==> config.mk <==
export PLATFORM = sky130hd
export DESIGN_NAME = prog_clock_divider
export DESIGN_NICKNAME = d
export VERILOG_FILES = /design/src/rtl/clk_div_pkg.sv /design/src/rtl/clk_div_channel.sv /design/src/rtl/prog_clock_divider.sv
export SDC_FILE = /design/constraint.sdc
export NUM_CORES = 1
export LEC_CHECK = 0
export CORE_UTILIZATION = 45
export CTS_CLUSTER_SIZE = 40
export DETAILED_ROUTE_END_ITERATION = 10
export PLACE_DENSITY = 0.68
export SETUP_SLACK_MARGIN = 0.5
export SKIP_CTS_REPAIR_TIMING = 1
export SYNTH_ARGS = -nofsm -noshare
export SYNTH_HDL_FRONTEND = slang
export SYNTH_SLANG_ARGS = --single-unit
==> constraint.sdc <==
create_clock -name clk -period 3.5 [get_ports clk]
set_clock_uncertainty 0.15 [all_clocks]
set_input_delay 0.7 -clock clk [delete_from_list [all_inputs] [get_ports clk]]
set_output_delay 0.7 -clock clk [all_outputs]
set_load 0.005 [all_outputs]
run_1/m1.png
Scale bar: 20 um. Cells faint in the background.
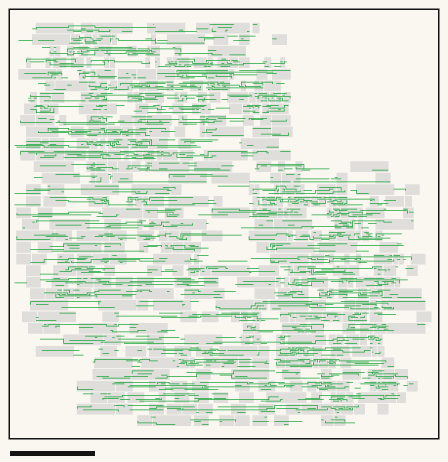
share of all routed wire: 48%
main direction: horizontal
wire length on this layer: 4960 um
longest straight run: 35.4 um
met1 Usage GRT: 29.7%
number of vias in the routed layout: 3501
sum of routed wire length over all layers: 10400 um

run_1/m2.png
Scale bar: 20 um. Cells faint in the background.
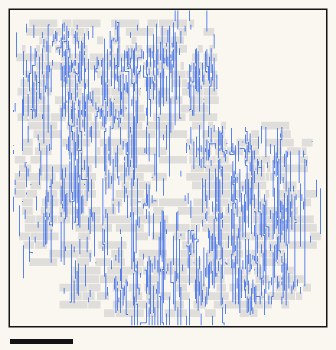
share of all routed wire: 48%
nets with wire on the layer: 483
global-route track usage on met2: 34.9%

run_1/m3.png
Scale bar: 20 um. Cells faint in the background.
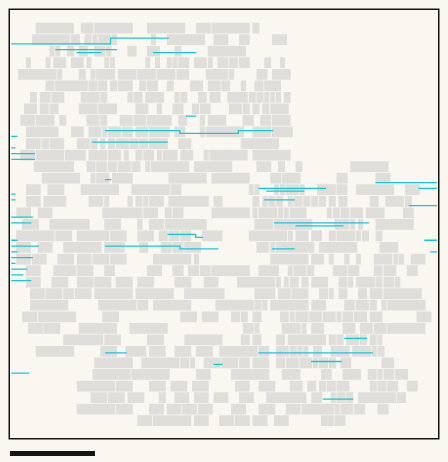
share of all routed wire: 3.5%
wire length on this layer: 367 um
met3 track demand over resource in global routing: 3.61%

==> reports/results.ini, run 1 <==
[status]
status = finished with violations
failing_checks = negative setup slack

[placement]
dpl_cell_area_um2 = 4970
portBuffers = 45
gpl.final_weighted_congestion = 0.847
post-dp-hpwl_um = 7550
post_placement_setup_slack_ns = -0.0610
post-place-cells = 617

[die]
core.rowCount = 35
top_level_ports = 46
die_h_um = 101
floorplan.tapcells = 129
fp_util_pct = 47.1
chipArea_um2 = 10200
dieWidth_um = 101

[routing]
tritonroute_pass_1_iters = 4
post-route-drc-count = 0

[setup_path]
timing.critical_path.cells = o21a_1, clkbuf_2
path_class = flip-flop to output port
max_fanout_on_critical_path = 1
critical_path.top_delay_family = flip-flops
setup.worst_path.start_class = flip-flop
reg2reg_setup_slack_ns = 0.42
max_stage_delay_ns = 0.39
crit_arrival_ns = 2.67
cp_num_buf_inv = 1
setup.worst_path.end_class = output port
worst_path_max_delay_cell = dfrtn_1
ff2ff_path_depth = 12
path_depth = 2

[logic_synthesis]
synth_cell_type_count = 55
synth-warning-count = 0
synth.most_common_cell = dfrtp_1
yosysTopAreaCell = dfrtp_1
async_reset_ff_share_pct = 100
synth.avg_cell_area_um2 = 9.57
synthTopCellsByArea = dfrtp_1 32%, mux2_2 11%, ha_1 8.0%, xor2_1 4.8%, nor2_1 3.8%
synth-edff-count = 0
synth_area_um2 = 4390
ys.flops = 62
post-synth-top-area-fraction_pct = 31.9
syn-instance-count = 459
synth.net_count = 509
synth.cells.most_frequent = 56 x dfrtp_1, 45 x nor2_1, 43 x mux2_2, 28 x ha_1, 25 x nand2_1

[sta]
timing.final.max_slew_violations = 0
transition_time_at_the_pin_with_the_least_slew_margin_ns = 0.794
worst_slew_margin_rel_pct = 46.9
setup_viol = 2
setup_repair_after_global_routing_missed_its_margin = true
postLayoutSetupSlackWorst_ns = -0.0225
final.setup.tns_ns = -0.0329
report.final.hold_viol_count = 0
final.hold.worst_slack_ns = 0.300

[finish]
layout_top_cells = 53 x dfrtp_1, 43 x clkdlybuf4s50_1, 42 x nor2_1
final_util_pct = 57.7
combinational_fraction_of_the_cell_area_pct = 51.5
layout.non_clock_inverters = 21
combGateArea_um2 = 2770
flops = 62
nNetsFinal = 559
clkbuf_count = 9
final-nonclk-buf-share_pct = 11.6
fillerInstances = 818
largest_cell_class = combinational gates
buffers_excl_clock = 69
layout.cells.non_filler = 643
clockNetworkAreaShare_pct = 3.32
regArea_um2 = 1560
seq-cell-share_pct = 29.0

[worst_hold_path]
worstHoldPathCells = 1

[clocking]
cts_max_level = 3
cts-root-buf = clkbuf_8
clk_pin_slew_ns = 0.08
clkLatencyLatePin_ns = 0.35

[pwr]
max_vdd_drop_mv = 0.180
power.density_cell_area_nw_per_um2 = 453
post-layout-total-power_uw = 2440
p_leak_uw = 0.00246

[global_routing]
grt_overflow = 0
grt_start_max_net_pins = 33
grt_usage_pct = 21.8
grt_first_pass_wirelength_um = 17100
via_count_of_the_first_global_routing_pass = 3518

[flow_run]
tool_warnings = 36
max_cap_violations = 0

==> run 1: layer usage <==
metal  vias to the layer above  wire length [um]  global-route usage, %
met5                         -                 0                      0
met4                         0               113                   8.03
met3                         8               366                   3.61
met2                        63              4970                   34.9
met1                      1708              4960                   29.7
li1                       1722                 -                      -
==> run 1: logic make-up after synthesis <==
family,after synthesis,synth area share [%]
simple gates,147,17.6
compound gates,79,12.0
flops,62,35.4
buf+inv,51,5.95
mux,50,12.6
xor+xnor,42,8.37
fa+ha+maj,28,7.97
==> run 1: power breakdown <==
part / internal [uW] / total (uW) / switching, uW
clock: 264 / 587 / 324
sequential: 780 / 854 / 74.0
combinational: 431 / 999 / 568
run_1/pinout.png
Scale bar: 20 um. Pins as bars across the die edge, other pins in grey.
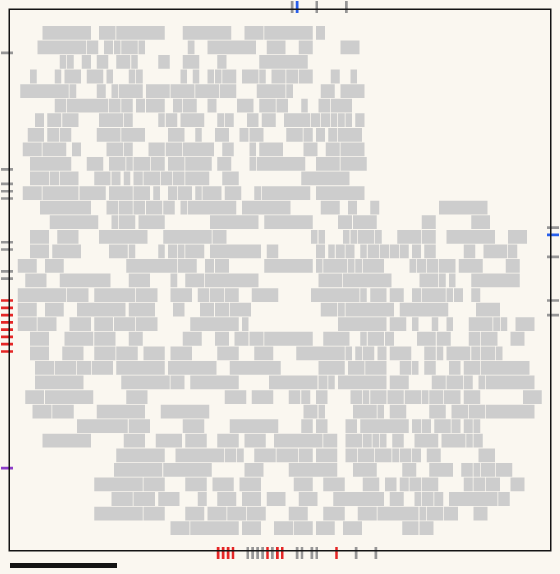

==> inputs of run 2 (changes only) <==
--- a/config.mk
+++ b/config.mk
@@ -5,10 +5,10 @@
 export SDC_FILE = /design/constraint.sdc
 export NUM_CORES = 1
 export LEC_CHECK = 0
-export CORE_UTILIZATION = 45
+export CORE_UTILIZATION = 35
 export CTS_CLUSTER_SIZE = 40
 export DETAILED_ROUTE_END_ITERATION = 10
-export PLACE_DENSITY = 0.68
+export REMOVE_ABC_BUFFERS = 1
 export SETUP_SLACK_MARGIN = 0.5
 export SKIP_CTS_REPAIR_TIMING = 1
 export SYNTH_ARGS = -nofsm -noshare
run_2/pinout.png
Scale bar: 20 um. Pins as bars across the die edge, other pins in grey.
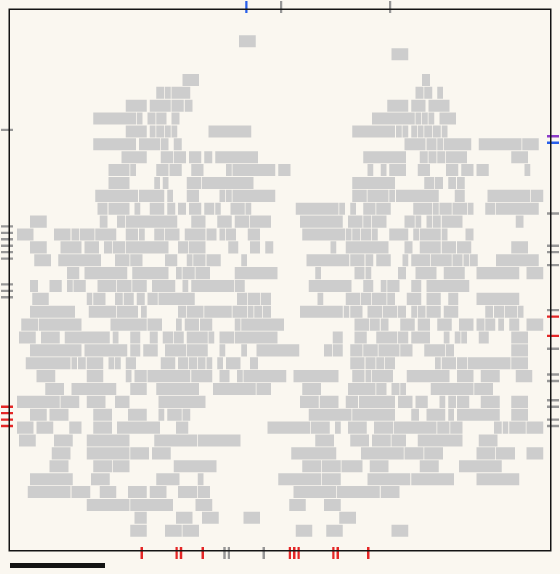
[blue] tick | pins: 2 | direction: output | edge: 1 right, 1 top
[red] div_in | pins: 16 | direction: input | edge: 10 bottom, 4 left, 2 right
[purple] rst | pins: 1 | direction: input | edge: right
all pins by edge: 16 right, 14 left, 13 bottom, 3 top
die width: 114 um
port bufs: 45
die height: 114 um

==> run 2 against run 1 <==
Effect of this change:
- the flow still finishes with violations (negative setup slack)
- first-iteration DRC count grew 10%
- hold slack lost 0.015 ns
- critical path depth is the same
- register-to-register slack lost 0.07 ns
- synthesized area is the same
- synthesized cell count is the same
- count of clock-buffer cells in the layout grew 3
- global-route usage shrank 4.7 points
- critical path type unchanged
- critical endpoint unchanged
- highest routed layer unchanged
==> reports/results.ini, run 2 <==
[status]
status = finished with violations  ; unchanged
failing_checks = negative setup slack  ; unchanged

[global_routing]
grt_start_max_net_pins = 37  ; was 33
grt_first_pass_wirelength_um = 17400  ; was 17100 um
grt_overflow = 0  ; unchanged

[sta]
setup_viol = 2  ; unchanged
setup_repair_after_global_routing_missed_its_margin = true  ; unchanged
final.setup.tns_ns = -0.0655  ; was -0.0329 ns
transition_time_at_the_pin_with_the_least_slew_margin_ns = 0.812  ; was 0.794 ns
postLayoutSetupSlackWorst_ns = -0.0333  ; was -0.0225 ns
worst_slew_margin_rel_pct = 45.8  ; was 46.9%
timing.final.max_slew_violations = 0  ; unchanged
report.final.hold_viol_count = 0  ; unchanged

[routing]
tritonroute_pass_1_iters = 4  ; unchanged

[logic_synthesis]
post_synth_xor_area_fraction_pct = 8.37  ; unchanged
post-synth-top-area-fraction_pct = 31.9  ; unchanged
async_reset_ff_share_pct = 100  ; unchanged
syn-instance-count = 459  ; unchanged
yosysTopAreaCell = dfrtp_1  ; unchanged
synth.cells.most_frequent = 56 x dfrtp_1, 45 x nor2_1, 43 x mux2_2, 28 x ha_1, 25 x nand2_1  ; unchanged
synth.most_common_cell = dfrtp_1  ; unchanged
synthTopCellsByArea = dfrtp_1 32%, mux2_2 11%, ha_1 8.0%, xor2_1 4.8%, nor2_1 3.8%  ; unchanged

[finish]
nNetsFinal = 558  ; was 559
fillerInstances = 1152  ; was 818
combGateArea_um2 = 2800  ; was 2770 um2
layout_top_cells = 52 x dfrtp_1, 43 x mux2_2, 43 x clkdlybuf4s50_1  ; was 53 x dfrtp_1, 43 x clkdlybuf4s50_1, 42 x nor2_1
regArea_um2 = 1570  ; was 1560 um2
layout.cells.non_filler = 681  ; was 643

[setup_path]
cp_num_buf_inv = 1  ; unchanged
critical_path.top_delay_family = flip-flops  ; unchanged
reg2reg_setup_slack_ns = 0.35  ; was 0.42 ns

[worst_hold_path]
worstHoldPathCells = 1  ; unchanged

[pwr]
power.density_cell_area_nw_per_um2 = 499  ; was 453 nW/um2
max_vdd_drop_mv = 0.268  ; was 0.180 mV
clk-power_uw = 951  ; was 587 uW
p_comb_share_pct = 35.1  ; was 40.9%
netSwitchingPower_uw = 957  ; was 966 uW
clockPowerShare_pct = 34.1  ; was 24.1%

[flow_run]
tool_warnings = 34  ; was 36

[clocking]
clk_pin_slew_ns = 0.05  ; was 0.08 ns
clkLatencyLatePin_ns = 0.33  ; was 0.35 ns
cts-root-buf = clkbuf_16  ; was clkbuf_8
cts_max_level = 3  ; unchanged

[placement]
post-place-cells = 658  ; was 617
post-dp-hpwl_um = 7600  ; was 7550 um
gpl.final_weighted_congestion = 0.809  ; was 0.847

run_2/m2.png
Scale bar: 20 um. Cells faint in the background.
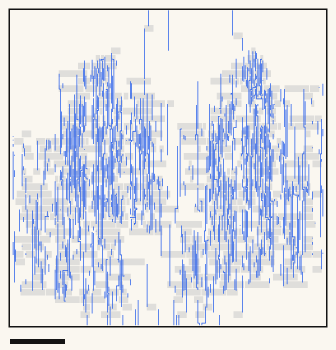
share of all routed wire: 52%
nets with wire on the layer: 484
global-route track usage on met2: 29.9%
number of vias in the routed layout: 3493
sum of routed wire length over all layers: 10500 um

[run 2: through the flow]
step | setup WS (ns) | total power (uW)
after floorplan | -0.530 | 1460
after global placement | -0.0616 | 1710
after detailed placement | -0.0671 | 1730
after CTS | -0.437 | 2710
after global routing | -0.0687 | 2980
final | -0.0333 | 2790
[run 2: per-layer routing]
layer | vias to the layer above | track usage (%) | wire, um
met5 | - | 0 | 0
met4 | 0 | 5.71 | 78
met3 | 8 | 3.97 | 359
met2 | 67 | 29.9 | 5460
met1 | 1702 | 20.6 | 4640
li1 | 1716 | - | -
[run 2: final cells by class]
cell class	instances	share of cell area, %
multi-input cells	346	50.0
clock buffers	12	4.41
well taps	168	3.76
repair buffers	68	11.1
clock inverters	4	1.25
flip-flops and latches	62	28.0
inverters	21	1.41
No activity file was given, so power comes from the tool's default toggle rates.
